==> config.mk <==
export PLATFORM = sky130hd
export DESIGN_NAME = fetch_unit
export DESIGN_NICKNAME = d
export VERILOG_FILES = /design/src/rtl/mips_pkg.sv /design/src/rtl/fetch_fifo.sv /design/src/rtl/fetch_unit.sv
export SDC_FILE = /design/constraint.sdc
export NUM_CORES = 1
export LEC_CHECK = 0
export CAP_MARGIN = 20
export CORE_ASPECT_RATIO = 1.4
export CORE_MARGIN = 3
export CORE_UTILIZATION = 33
export CTS_BUF_LIST = sky130_fd_sc_hd__clkbuf_4 sky130_fd_sc_hd__clkbuf_8 sky130_fd_sc_hd__clkbuf_16
export CTS_CLUSTER_DIAMETER = 120
export DETAILED_ROUTE_END_ITERATION = 8
export GPL_ROUTABILITY_DRIVEN = 0
export MAX_ROUTING_LAYER = met4
export SLEW_MARGIN = 20
export SYNTH_ARGS = -nofsm -noshare
export SYNTH_HDL_FRONTEND = slang
export SYNTH_SLANG_ARGS = --single-unit
==> constraint.sdc <==
create_clock -name iClk -period 3.93 [get_ports iClk]
set_clock_uncertainty 0.2 [all_clocks]
set_input_delay 1.179 -clock iClk [delete_from_list [all_inputs] [get_ports iClk]]
set_output_delay 1.179 -clock iClk [all_outputs]
set_load 0.005 [all_outputs]
==> src/rtl/mips_pkg.sv <==
// Shared types for the fetch/decode/execute datapath.
package mips_pkg;

    typedef logic [31:0] word_t;

    typedef struct packed {
        word_t inst;
        word_t pc;
    } fetch_entry_t;

    localparam word_t DEFAULT_RESET_PC = 32'h0;

endpackage

==> src/rtl/fetch_fifo.sv <==
// Instruction buffer: synchronous FIFO of {inst, pc} entries.
// Flush takes priority over push and pop.
module fetch_fifo
    import mips_pkg::*;
#(
    parameter int DEPTH = 4,
    localparam int AW = $clog2(DEPTH),
    localparam int CW = $clog2(DEPTH + 1)
) (
    input  logic          iClk,
    input  logic          iReset,
    input  logic          iPush,
    input  logic          iPop,
    input  logic          iFlush,
    input  fetch_entry_t  iData,
    output fetch_entry_t  oData,
    output logic          oEmpty,
    output logic          oFull,
    output logic [CW-1:0] oCount
);

    fetch_entry_t  r_mem [DEPTH];
    logic [AW-1:0] r_wr_ptr;
    logic [AW-1:0] r_rd_ptr;
    logic [CW-1:0] r_count;

    always_ff @(posedge iClk or posedge iReset) begin
        if (iReset) begin
            r_wr_ptr <= '0;
            r_rd_ptr <= '0;
            r_count  <= '0;
        end else if (iFlush) begin
            r_wr_ptr <= '0;
            r_rd_ptr <= '0;
            r_count  <= '0;
        end else begin
            if (iPush) r_wr_ptr <= r_wr_ptr + 1'b1;
            if (iPop)  r_rd_ptr <= r_rd_ptr + 1'b1;
            case ({iPush, iPop})
                2'b10:   r_count <= r_count + 1'b1;
                2'b01:   r_count <= r_count - 1'b1;
                default: r_count <= r_count;
            endcase
        end
    end

    // Storage carries no reset; validity is tracked by the pointers alone.
    always_ff @(posedge iClk) begin
        if (iPush && !iFlush) r_mem[r_wr_ptr] <= iData;
    end

    assign oData  = r_mem[r_rd_ptr];
    assign oEmpty = (r_count == '0);
    assign oFull  = (r_count == CW'(DEPTH));
    assign oCount = r_count;

endmodule

==> src/rtl/fetch_unit.sv <==
// Instruction fetch: PC, credit-limited imem requests, response buffering and
// redirect handling with stale-response dropping.
module fetch_unit
    import mips_pkg::*;
#(
    parameter word_t RESET_PC   = DEFAULT_RESET_PC,
    parameter int    FIFO_DEPTH = 4
) (
    input  logic        iClk,
    input  logic        iReset,
    output logic        oImemReq,
    output logic [31:0] oImemAddr,
    input  logic        iImemGnt,
    input  logic        iImemRvalid,
    input  logic [31:0] iImemRdata,
    input  logic        iRedirect,
    input  logic [31:0] iRedirectPc,
    output logic        oInstValid,
    output logic [31:0] oInst,
    output logic [31:0] oInstPc,
    input  logic        iInstReady
);

    localparam int CW = $clog2(2 * FIFO_DEPTH + 1);
    localparam int FW = $clog2(FIFO_DEPTH + 1);

    word_t         r_pc;
    word_t         r_resp_pc;
    logic [CW-1:0] r_outstanding;
    logic [CW-1:0] r_drop_cnt;

    logic [CW-1:0] w_live;
    logic [CW-1:0] w_credit_used;
    logic [FW-1:0] w_fifo_count;
    logic          w_fifo_empty;
    logic          w_fifo_full;
    fetch_entry_t  w_fifo_head;
    fetch_entry_t  w_push_entry;
    logic          w_req;
    logic          w_fire;
    logic          w_resp;
    logic          w_drop;
    logic          w_push;
    logic          w_inst_valid;
    logic          w_pop;
    word_t         w_redirect_pc;
    logic          w_unused_pc_lsbs;

    assign w_live        = r_outstanding - r_drop_cnt;
    assign w_credit_used = CW'(w_fifo_count) + w_live;
    assign w_req         = !iReset && !iRedirect && (w_credit_used < CW'(FIFO_DEPTH));
    assign w_fire        = w_req && iImemGnt;
    // A response with nothing outstanding is a protocol error and is ignored.
    assign w_resp        = iImemRvalid && (r_outstanding != '0);
    assign w_drop        = w_resp && (r_drop_cnt != '0);
    assign w_push        = w_resp && (r_drop_cnt == '0) && !iRedirect;
    assign w_inst_valid  = !w_fifo_empty && !iRedirect && !iReset;
    assign w_pop         = w_inst_valid && iInstReady;
    assign w_redirect_pc = {iRedirectPc[31:2], 2'b00};
    assign w_unused_pc_lsbs = ^iRedirectPc[1:0];
    assign w_push_entry  = '{inst: iImemRdata, pc: r_resp_pc};

    always_ff @(posedge iClk or posedge iReset) begin
        if (iReset) begin
            r_pc          <= RESET_PC;
            r_resp_pc     <= RESET_PC;
            r_outstanding <= '0;
            r_drop_cnt    <= '0;
        end else begin
            r_outstanding <= r_outstanding + CW'(w_fire) - CW'(w_resp);
            if (iRedirect) begin
                r_pc       <= w_redirect_pc;
                r_resp_pc  <= w_redirect_pc;
                // Everything in flight is stale, except a response consumed right now.
                r_drop_cnt <= r_outstanding - CW'(w_resp);
            end else begin
                if (w_fire) r_pc      <= r_pc + 32'd4;
                if (w_push) r_resp_pc <= r_resp_pc + 32'd4;
                if (w_drop) r_drop_cnt <= r_drop_cnt - 1'b1;
            end
        end
    end

    fetch_fifo #(.DEPTH(FIFO_DEPTH)) u_fifo (
        .iClk   (iClk),
        .iReset (iReset),
        .iPush  (w_push),
        .iPop   (w_pop),
        .iFlush (iRedirect),
        .iData  (w_push_entry),
        .oData  (w_fifo_head),
        .oEmpty (w_fifo_empty),
        .oFull  (w_fifo_full),
        .oCount (w_fifo_count)
    );

    assign oImemReq   = w_req;
    assign oImemAddr  = r_pc;
    assign oInstValid = w_inst_valid;
    assign oInst      = w_fifo_empty ? 32'h0 : w_fifo_head.inst;
    assign oInstPc    = w_fifo_empty ? 32'h0 : w_fifo_head.pc;

    a_no_push_full: assert property (@(posedge iClk) disable iff (iReset)
        !(w_push && w_fifo_full));
    a_no_orphan_rvalid: assert property (@(posedge iClk) disable iff (iReset)
        !(iImemRvalid && (r_outstanding == '0)));

endmodule
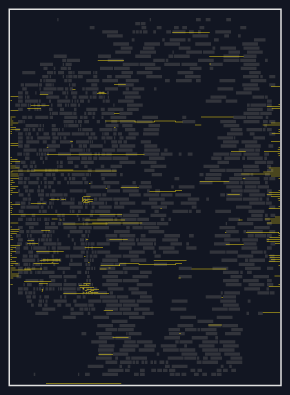
Fig. 1. The metal 3 layer.
Scale: 1.5 px per um.
- share of all routed wire: 4.7%
- longest straight run: 74.3 um
- main direction: horizontal
- nets with wire on the layer: 159

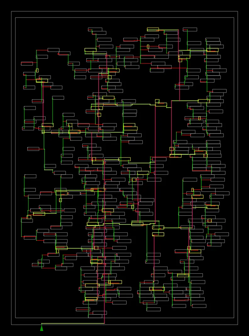
Fig. 2. Clock routing.
clk_lat worst skew: 0.52 ns
CTS sink cnt: 323
Inserted Clock Buffers: 34
FFs & Latches: 323
Clock group: 3.12 mW

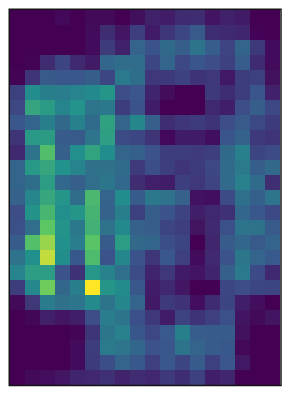
Fig. 3. Wire density map.
Scale: 1.5 px per um. The die is cut into 18 by 25 equal tiles; dark purple is low, yellow is high, scaled to the fullest tile. Values are wire area over tile area, all layers added.
- fullest tile: 0.47
- densest ninth of the die: left middle
- tiles over half the peak: 8.2%
- mean over tiles: 0.11
- nearly empty tiles: 12%
- emptiest ninth of the die: bottom right
Detailed Route WL: 32.3 mm
Avg WL per Cell: 19.4 um
Global Route Usage Sum: 14.8%
via count: 8360

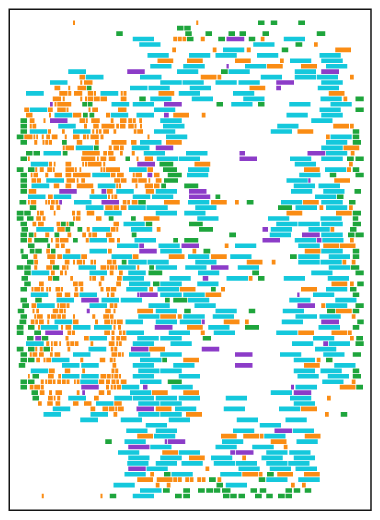
Fig. 4. Placement by cell class.
Scale: 2 px per um.
- green: other buffers and delay cells (cells 205; share of their area 13%)
- orange: all other logic (cells 533; share of their area 27%)
- purple: clock drivers and dummy loads (cells 61; share of their area 6.4%)
- cyan: flip-flops (cells 323; share of their area 54%)
row cnt: 88
fin util: 42.8%
Finished Cell Area: 17800 um^2
core area: 41600 um^2

==> impl_metrics.ini <==
; physical design summary
[critical_path]
crit_type = input pin to primary output
required_ns = 2.55
rr_worst_depth = 15
arrival_ns = 2.48
startpoint_type = input pin
end_kind = primary output
path_max_fanout = 4

[sta]
drv_slew = 0
layout_setup_ws_ns = 0.0671
setup_violations = 0
holdWs_ns = 0.365
post-route-min-period_ns = 3.86
worst_pin_slew_ns = 0.735
finalHoldViolCount = 0
tns_ns = 0
rsz0062_at_grt = true
maxSlewHeadroom_pct = 50.9
timing.final.crit_share_pct = 98.3
fmax_ghz = 0.259

[synthesis]
yosys.area.top_type_share_pct = 53.2
synthCells = 898
async_flop_share_pct = 23.2
syn_area_um2 = 14000
netlist-cell-type-count = 56
edf_count = 248
top_cells_by_area = edfxtp_1 (53%), dfrtp_1 (13%), mux4_2 (10%)
flop_cell = edfxtp_1
top_area_cell = edfxtp_1
ys.flops = 323
yosysChipArea_um2 = 14000
synth_area_per_cell_um2 = 15.6
ys_cells = 898
synth_warnings = 0
postSynthSeqShare_pct = 66.6

[floorplan]
fp_util_pct = 33.7
die_area_um2 = 45000
ios = 168
die_y_um = 250
die_x_um = 180

[place]
io_buffer_count = 161
dp_hpwl_mm = 21.0
post_dp_cell_area_um2 = 16600
dp_cells = 1592
post-place-ws_ns = 0.0176

[power_and_ir_drop]
seqPwrFrac_pct = 45.2
vdd_drop_max_uv = 256
power.density_nw_per_um2 = 510
clkPwrFrac_pct = 34.4
power.switching_mw = 2.36
p_int_mw = 6.71
sw_frac_of_total_pct = 26.1
p_total_mw = 9.07
p_leak_nw = 6.36
power_frac_comb_pct = 20.4

[min_path]
holdCritPathClass = flip-flop to flip-flop
whs_path_depth = 2

[detailed_routing]
drt-initial-drc-count = 412
vias_per_cell = 5.03
first_pass_iters = 5
drc_errors = 0
final_antenna_net_count = 0

[global_route]
grt_pass1_vias = 8849
grt-ovfl-total = 0
grt_pass1_wl_mm = 50.9
antenna_found_initial = 0
grt_max_degree = 76

[layout]
layout.nets = 1190
diodes = 0
fin_cells = 1662
drive_gt1_share_pct = 17.7
final_cell_mix = edfxtp_1 (248), clkdlybuf4s50_1 (140), dfrtp_1 (73), and2_1 (67), mux4_2 (62)
synthToLayoutAreaGrowth_pct = 27.0
lay_top_count = edfxtp_1

[clock_network]
ctsHtreeMaxLevel = 2
cts_buffer_depth = 3
clock-root-buffer = clkbuf_16
cts_tree = built
clk_pin_slew_ns = 0.06

[job]
maxCapViolations = 0
tool_warnings = 34

[outcome]
status = complete, no violations
## cells in the mapped netlist (10+ instances only)
cell type and instances:
xor2_1 19, or3_1 10, clkbuf_1 31, and4_1 12
xnor2_1 25, nand3_1 29, nand2_1 41, edfxtp_1 248
mux4_2 62, nor2_1 28, inv_1 31, a31oi_1 11
nor3_1 13, a21oi_1 13, ha_1 19, nand4_1 17
dfrtp_1 75, and2_1 71, o21ai_0 28
## critical path, stage by stage
cell	delay (ns)
clkdlybuf4s50_1	0.43
nor2_2	0.16
and2_1	0.20
clkdlybuf4s50_1	0.52
## worst paths after layout
| path | from | end | slack (ns) |
|---|---|---|---|
| max | iReset | oInstValid | 0.07 |
| min | oImemAddr[31] | oImemAddr[31] | 0.36 |
| max reg2reg | r_outstanding[2] | r_outstanding[2] | 0.47 |
| min reg2reg | oImemAddr[31] | oImemAddr[31] | 0.36 |
| max in group asynchronous | iReset | u_fifo.r_rd_ptr[0] | 2.17 |
| min in group asynchronous | iReset | oImemAddr[11] | 1.02 |
## per-layer routing
layer,GRT usage [%],routed length [um]
met5,-,0
met4,4.54,849
met3,2.54,1530
met2,24.6,16100
met1,18.7,13800
## layout make-up
cell class	count	area, um^2
fillers	3811	23800
repair buffers	205	2150
clock inverters	18	151
clock buffers	43	936
flip-flops and latches	323	9330
well taps	540	676
multi-input cells	500	4420
inverters	33	124
## logic make-up (layout without fill, tap and decap cells)
group	Yosys count	count (layout)	synth area share, %
flip-flops	323	323	66.6
adder cells (fa/ha/maj)	23	23	2.27
buffers and inverters	78	299	2.27
other	1	4	0.0268
AND/OR/NAND/NOR	259	259	10.6
AND-OR/OR-AND	94	94	4.40
XOR/XNOR	45	45	2.92
multiplexers	75	75	10.9
## registers in the layout, summed over array words and instances (netlist names)
register         flops
r_resp_pc           30
u_fifo.r_wr_ptr      2
u_fifo.r_rd_ptr      2
u_fifo.oCount        3
oImemAddr           30
r_drop_cnt           4
r_outstanding        4
u_fifo.r_mem       248
## timing repair
action / CTS / global route
hold buffers: 0 / 0
setup buffers: 7 / 2
pin swaps: 3 / 5
endpoints found under the setup margin: 53 / 36
gates resized: 11 / 22
## power by group through the flow
stage | combinational [mW] | clock [mW] | sequential (mW)
floorplan | 0.961 | 0 | 4.11
global placement | 1.74 | 0 | 4.16
detailed placement | 1.76 | 0 | 4.17
CTS | 1.86 | 3.22 | 4.10
global route | 2.04 | 3.35 | 4.13
finish | 1.85 | 3.12 | 4.10
Power is estimated from default activity; no workload was simulated.
